File: src/rtl/dhcp_pkg.sv
// Shared state encoding, parameter defaults and lease helpers for the DHCP lease controller.
package dhcp_pkg;

  typedef enum logic [2:0] {
    ST_IDLE,
    ST_SEND,
    ST_WAIT,
    ST_BOUND,
    ST_FALLBACK
  } dhcp_state_t;

  localparam int DEF_CLK_HZ      = 12500000;
  localparam int DEF_RETRY_S     = 4;
  localparam int DEF_MAX_TRIES   = 3;
  localparam int DEF_MIN_RENEW_S = 30;
  localparam int DEF_FALLBACK_S  = 60;

  // Renew at half the lease, but never sooner than the configured floor.
  function automatic logic [31:0] renew_count(input logic [31:0] lease,
                                              input logic [31:0] min_renew);
    logic [31:0] half;
    half = {1'b0, lease[31:1]};
    return (half < min_renew) ? min_renew : half;
  endfunction

  function automatic logic lease_infinite(input logic [31:0] lease);
    return (lease == 32'h0000_0000) || (lease == 32'hFFFF_FFFF);
  endfunction

endpackage

File: src/rtl/second_tick.sv
// Free-running one-second prescaler; emits a single-cycle tick every CLK_HZ cycles.
module second_tick #(
  parameter int CLK_HZ = 12500000
) (
  input  logic tx_clock,
  input  logic reset,
  input  logic clear,
  output logic tick
);

  localparam int            CW   = (CLK_HZ > 1) ? $clog2(CLK_HZ) : 1;
  localparam logic [CW-1:0] LAST = CW'(CLK_HZ - 1);

  logic [CW-1:0] count_reg;

  always_ff @(posedge tx_clock) begin
    if (reset || clear) begin
      count_reg <= '0;
    end else if (count_reg == LAST) begin
      count_reg <= '0;
    end else begin
      count_reg <= count_reg + 1'b1;
    end
  end

  assign tick = !clear && (count_reg == LAST);

endmodule

File: src/rtl/dhcp_lease_ctrl.sv
// DHCP lease controller: drives acquisition retries, lease renewal and static-IP fallback.
module dhcp_lease_ctrl
  import dhcp_pkg::*;
#(
  parameter int CLK_HZ      = DEF_CLK_HZ,
  parameter int RETRY_S     = DEF_RETRY_S,
  parameter int MAX_TRIES   = DEF_MAX_TRIES,
  parameter int MIN_RENEW_S = DEF_MIN_RENEW_S,
  parameter int FALLBACK_S  = DEF_FALLBACK_S
) (
  input  logic        tx_clock,
  input  logic        reset,
  input  logic        start,
  input  logic        dhcp_success,
  input  logic        dhcp_failed,
  input  logic [31:0] lease,
  output logic        dhcp_enable,
  output logic [3:0]  dhcp_seconds_timer,
  output logic        use_static_ip,
  output logic        bound,
  output logic [2:0]  tries
);

  localparam logic [6:0]  RETRY_LAST    = 7'(RETRY_S - 1);
  localparam logic [6:0]  FALLBACK_LAST = 7'(FALLBACK_S - 1);
  localparam logic [2:0]  MAX_TRIES_W   = 3'(MAX_TRIES);
  localparam logic [31:0] MIN_RENEW_W   = 32'(MIN_RENEW_S);

  dhcp_state_t state_reg, state_next;
  logic [2:0]  tries_reg, tries_next;
  logic [3:0]  timer_reg, timer_next;
  logic [6:0]  wait_cnt_reg, wait_cnt_next;
  logic [6:0]  fb_cnt_reg, fb_cnt_next;
  logic [31:0] renew_cnt_reg, renew_cnt_next;
  logic        infinite_reg, infinite_next;
  logic        bound_reg, bound_next;
  logic        static_reg, static_next;
  logic        sec_tick;

  // Holding the prescaler clear in IDLE aligns second boundaries to the first SEND.
  second_tick #(.CLK_HZ(CLK_HZ)) u_second_tick (
    .tx_clock (tx_clock),
    .reset    (reset),
    .clear    (state_reg == ST_IDLE),
    .tick     (sec_tick)
  );

  always_comb begin
    state_next     = state_reg;
    tries_next     = tries_reg;
    timer_next     = timer_reg;
    wait_cnt_next  = wait_cnt_reg;
    fb_cnt_next    = fb_cnt_reg;
    renew_cnt_next = renew_cnt_reg;
    infinite_next  = infinite_reg;
    bound_next     = bound_reg;
    static_next    = static_reg;

    if (sec_tick && timer_reg != 4'hF &&
        (state_reg == ST_SEND || state_reg == ST_WAIT || state_reg == ST_FALLBACK)) begin
      timer_next = timer_reg + 4'd1;
    end

    case (state_reg)
      ST_IDLE: begin
        if (start) begin
          state_next = ST_SEND;
          tries_next = '0;
          timer_next = '0;
        end
      end
      ST_SEND: begin
        state_next    = ST_WAIT;
        tries_next    = (tries_reg == 3'd7) ? tries_reg : tries_reg + 3'd1;
        wait_cnt_next = '0;
      end
      ST_WAIT: begin
        if (sec_tick && wait_cnt_reg != 7'h7F) begin
          wait_cnt_next = wait_cnt_reg + 7'd1;
        end
        // Success is checked first so a simultaneous failure report is ignored.
        if (dhcp_success) begin
          state_next     = ST_BOUND;
          renew_cnt_next = renew_count(lease, MIN_RENEW_W);
          infinite_next  = lease_infinite(lease);
          bound_next     = 1'b1;
          static_next    = 1'b0;
        end else if (dhcp_failed || (sec_tick && wait_cnt_reg >= RETRY_LAST)) begin
          if (tries_reg < MAX_TRIES_W) begin
            state_next = ST_SEND;
          end else begin
            state_next  = ST_FALLBACK;
            fb_cnt_next = '0;
            bound_next  = 1'b0;
            static_next = 1'b1;
          end
        end
      end
      ST_BOUND: begin
        if (sec_tick && !infinite_reg) begin
          if (renew_cnt_reg <= 32'd1) begin
            state_next     = ST_SEND;
            renew_cnt_next = '0;
            tries_next     = '0;
            timer_next     = '0;
          end else begin
            renew_cnt_next = renew_cnt_reg - 32'd1;
          end
        end
      end
      ST_FALLBACK: begin
        if (sec_tick) begin
          if (fb_cnt_reg >= FALLBACK_LAST) begin
            state_next = ST_SEND;
            tries_next = '0;
          end else begin
            fb_cnt_next = fb_cnt_reg + 7'd1;
          end
        end
      end
      default: state_next = ST_IDLE;
    endcase

    // Link down abandons everything, whatever the current state.
    if (!start) begin
      state_next     = ST_IDLE;
      tries_next     = '0;
      timer_next     = '0;
      wait_cnt_next  = '0;
      fb_cnt_next    = '0;
      renew_cnt_next = '0;
      infinite_next  = 1'b0;
      bound_next     = 1'b0;
      static_next    = 1'b0;
    end
  end

  always_ff @(posedge tx_clock) begin
    if (reset) begin
      state_reg     <= ST_IDLE;
      tries_reg     <= '0;
      timer_reg     <= '0;
      wait_cnt_reg  <= '0;
      fb_cnt_reg    <= '0;
      renew_cnt_reg <= '0;
      infinite_reg  <= 1'b0;
      bound_reg     <= 1'b0;
      static_reg    <= 1'b0;
    end else begin
      state_reg     <= state_next;
      tries_reg     <= tries_next;
      timer_reg     <= timer_next;
      wait_cnt_reg  <= wait_cnt_next;
      fb_cnt_reg    <= fb_cnt_next;
      renew_cnt_reg <= renew_cnt_next;
      infinite_reg  <= infinite_next;
      bound_reg     <= bound_next;
      static_reg    <= static_next;
    end
  end

  assign dhcp_enable        = (state_reg == ST_SEND);
  assign dhcp_seconds_timer = timer_reg;
  assign use_static_ip      = static_reg;
  assign bound              = bound_reg;
  assign tries              = tries_reg;

endmodule

File: config.mk
export PLATFORM = sky130hd
export DESIGN_NAME = dhcp_lease_ctrl
export DESIGN_NICKNAME = d
export VERILOG_FILES = /design/src/rtl/dhcp_pkg.sv /design/src/rtl/second_tick.sv /design/src/rtl/dhcp_lease_ctrl.sv
export SDC_FILE = /design/constraint.sdc
export NUM_CORES = 1
export LEC_CHECK = 0
export ABC_AREA = 1
export CORE_ASPECT_RATIO = 1.5
export CORE_MARGIN = 2
export CORE_UTILIZATION = 35
export CTS_CLUSTER_DIAMETER = 120
export DETAILED_ROUTE_END_ITERATION = 12
export GPL_TIMING_DRIVEN = 0
export SETUP_SLACK_MARGIN = 0.4
export SKIP_CTS_REPAIR_TIMING = 1
export SLEW_MARGIN = 20
export SYNTH_ARGS = -nofsm -noshare
export SYNTH_HDL_FRONTEND = slang
export SYNTH_SLANG_ARGS = --single-unit
File: constraint.sdc
create_clock -name tx_clock -period 1.6 [get_ports tx_clock]
set_input_delay 0.4 -clock tx_clock [delete_from_list [all_inputs] [get_ports tx_clock]]
set_output_delay 0.4 -clock tx_clock [all_outputs]
set_load 0.1 [all_outputs]
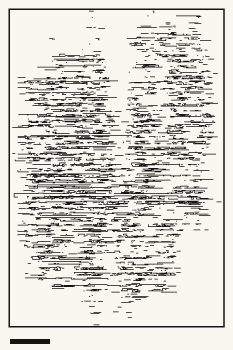
(images/layer_met1.png)
Bar = 20 um.
nets with wire on the layer: 926
wire length on this layer: 6,670 um
main direction: horizontal
longest straight run: 32.7 um
WL final: 18,600 um
met1 Use GR: 20.3%

==> out/qor.csv <==
metric,value,unit
pwr dens,639,mW/mm2
LEAKAGE,0.00374,uW
Worst EP required,1.85,ns
min-delay src,lease[22],
GRT overflow,0,
"Async S/R FF share, synth",0,%
Clock Root Buffer,clkbuf_16,
"count leader, synth",nor2_1,
yosys adder share,1.83,%
#MultiIn Comb,638,
Area contributors post-synth,"dfxtp_1 (30%), nor2_1 (11%), nand2_1 (10%)",
Clock buf/inv share,3.66,%
Crit path depth,10,
CTS tree,yes,
violated checks,setup timing,
# IOs,47,
tool warnings,29,
Flops,83,
Setup WS post-layout,-0.217,ns
IO buf count,46,
most numerous logic cells after layout,"nor2_1 (134), nand2_1 (122), inv_1 (56)",
DP HPWL,12700,um
cell taking the most area after synthesis,dfxtp_1,
final setup TNS,-6.73,ns
status,finished with violations,
chip area in the Yosys report,0.00547,mm2
WHS Endpoint,renew_cnt_reg[21],
Comb area share,49.7,%
CP Cell Sequence,nor2_1 -> nand2_1 -> nor2_4 -> nand4_1 -> nor2_2 -> nand2_1 -> nor2_1 -> nand2_1 -> nand2_1 -> nor2_1,
Num CTS Buffers,9,
GP Congestion,0.899,
first-pass GRT wire length,26400,um
wire per inst,16.1,um
die area,0.0167,mm2
Seq area share,21.0,%
max incr delay on CP,0.37,ns
Max Cap Viol,0,
number of enable flip-flop cells,0,
max frequency,550,MHz
Placed Cells incl. Taps,1076,
Critical R2R Launch,renew_cnt_reg[2],
r2r endpoint,renew_cnt_reg[31],
clock tree buffer depth,2,
inverter count,89,
Insertion Delay late pin,0.36,ns
worst-margin pin slew,0.738,ns
area grow syn2layout,52.9,%
crit path capture type,register,
Dominant Register Cell,dfxtp_1,
CP max-delay cell,dfxtp_1,
most numerous logic cell after layout,nor2_1,
Synth top area share,30.4,%
r2r worst-path depth,10,
Filler cells,1445,
crit path launch,renew_cnt_reg[2],
Syn Inst Count,827,
combinational gate area,0.00416,mm2
# clk buffers,9,
"Arr. time, crit path",2.06,ns
end of the critical path,renew_cnt_reg[31],
Unique cell types,51,
yosys simple share,41.1,%
Largest cell class,logic gates,
Mux area share,0,%
# setup viols final,65,
crit start category,register,
mapped cell area,0.00547,mm2
cycle use final,114,%
Top delay family on crit path,simple AND/OR/NAND/NOR gates,
max reg flops,32,
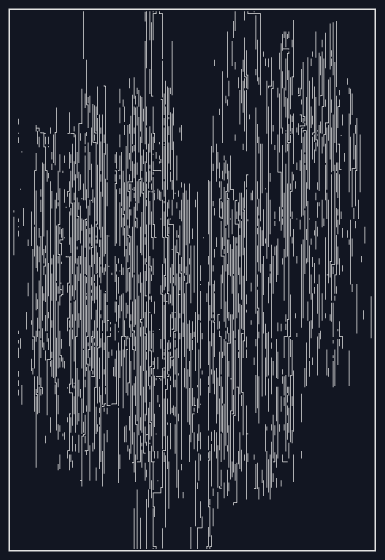
(images/layer_met2.png)
share of all routed wire: 55%
main direction: vertical
nets with wire on the layer: 836
longest straight run: 59.8 um
via count: 5,971
grt met2 use: 39.5%

==> power breakdown <==
part	leakage, uW	internal, uW	switching, uW	total [uW]
Sequential	0.000697	2060	32.5	2090
Clock	0.000149	1240	982	2220
Combinational	0.00290	425	605	1030
Total	0.00374	3720	1620	5340
==> per-layer routing <==
layer,routed length [um],global-route usage [%]
met1,6670,20.3
met2,10200,39.5
met3,782,3.19
met4,984,11.2
met5,0,0
==> stage by stage <==
stage | total power (uW) | utilization, % | area, um2
after global routing | 5530 | 54.0 | 8370
after CTS | 5140 | 43.8 | 6780
after global placement | 2930 | 41.8 | 6480
after floorplan | 2670 | - | 5760
after detailed placement | 2930 | 41.8 | 6480
final | 5340 | 54.0 | 8370
No activity file was given, so power comes from the tool's default toggle rates.
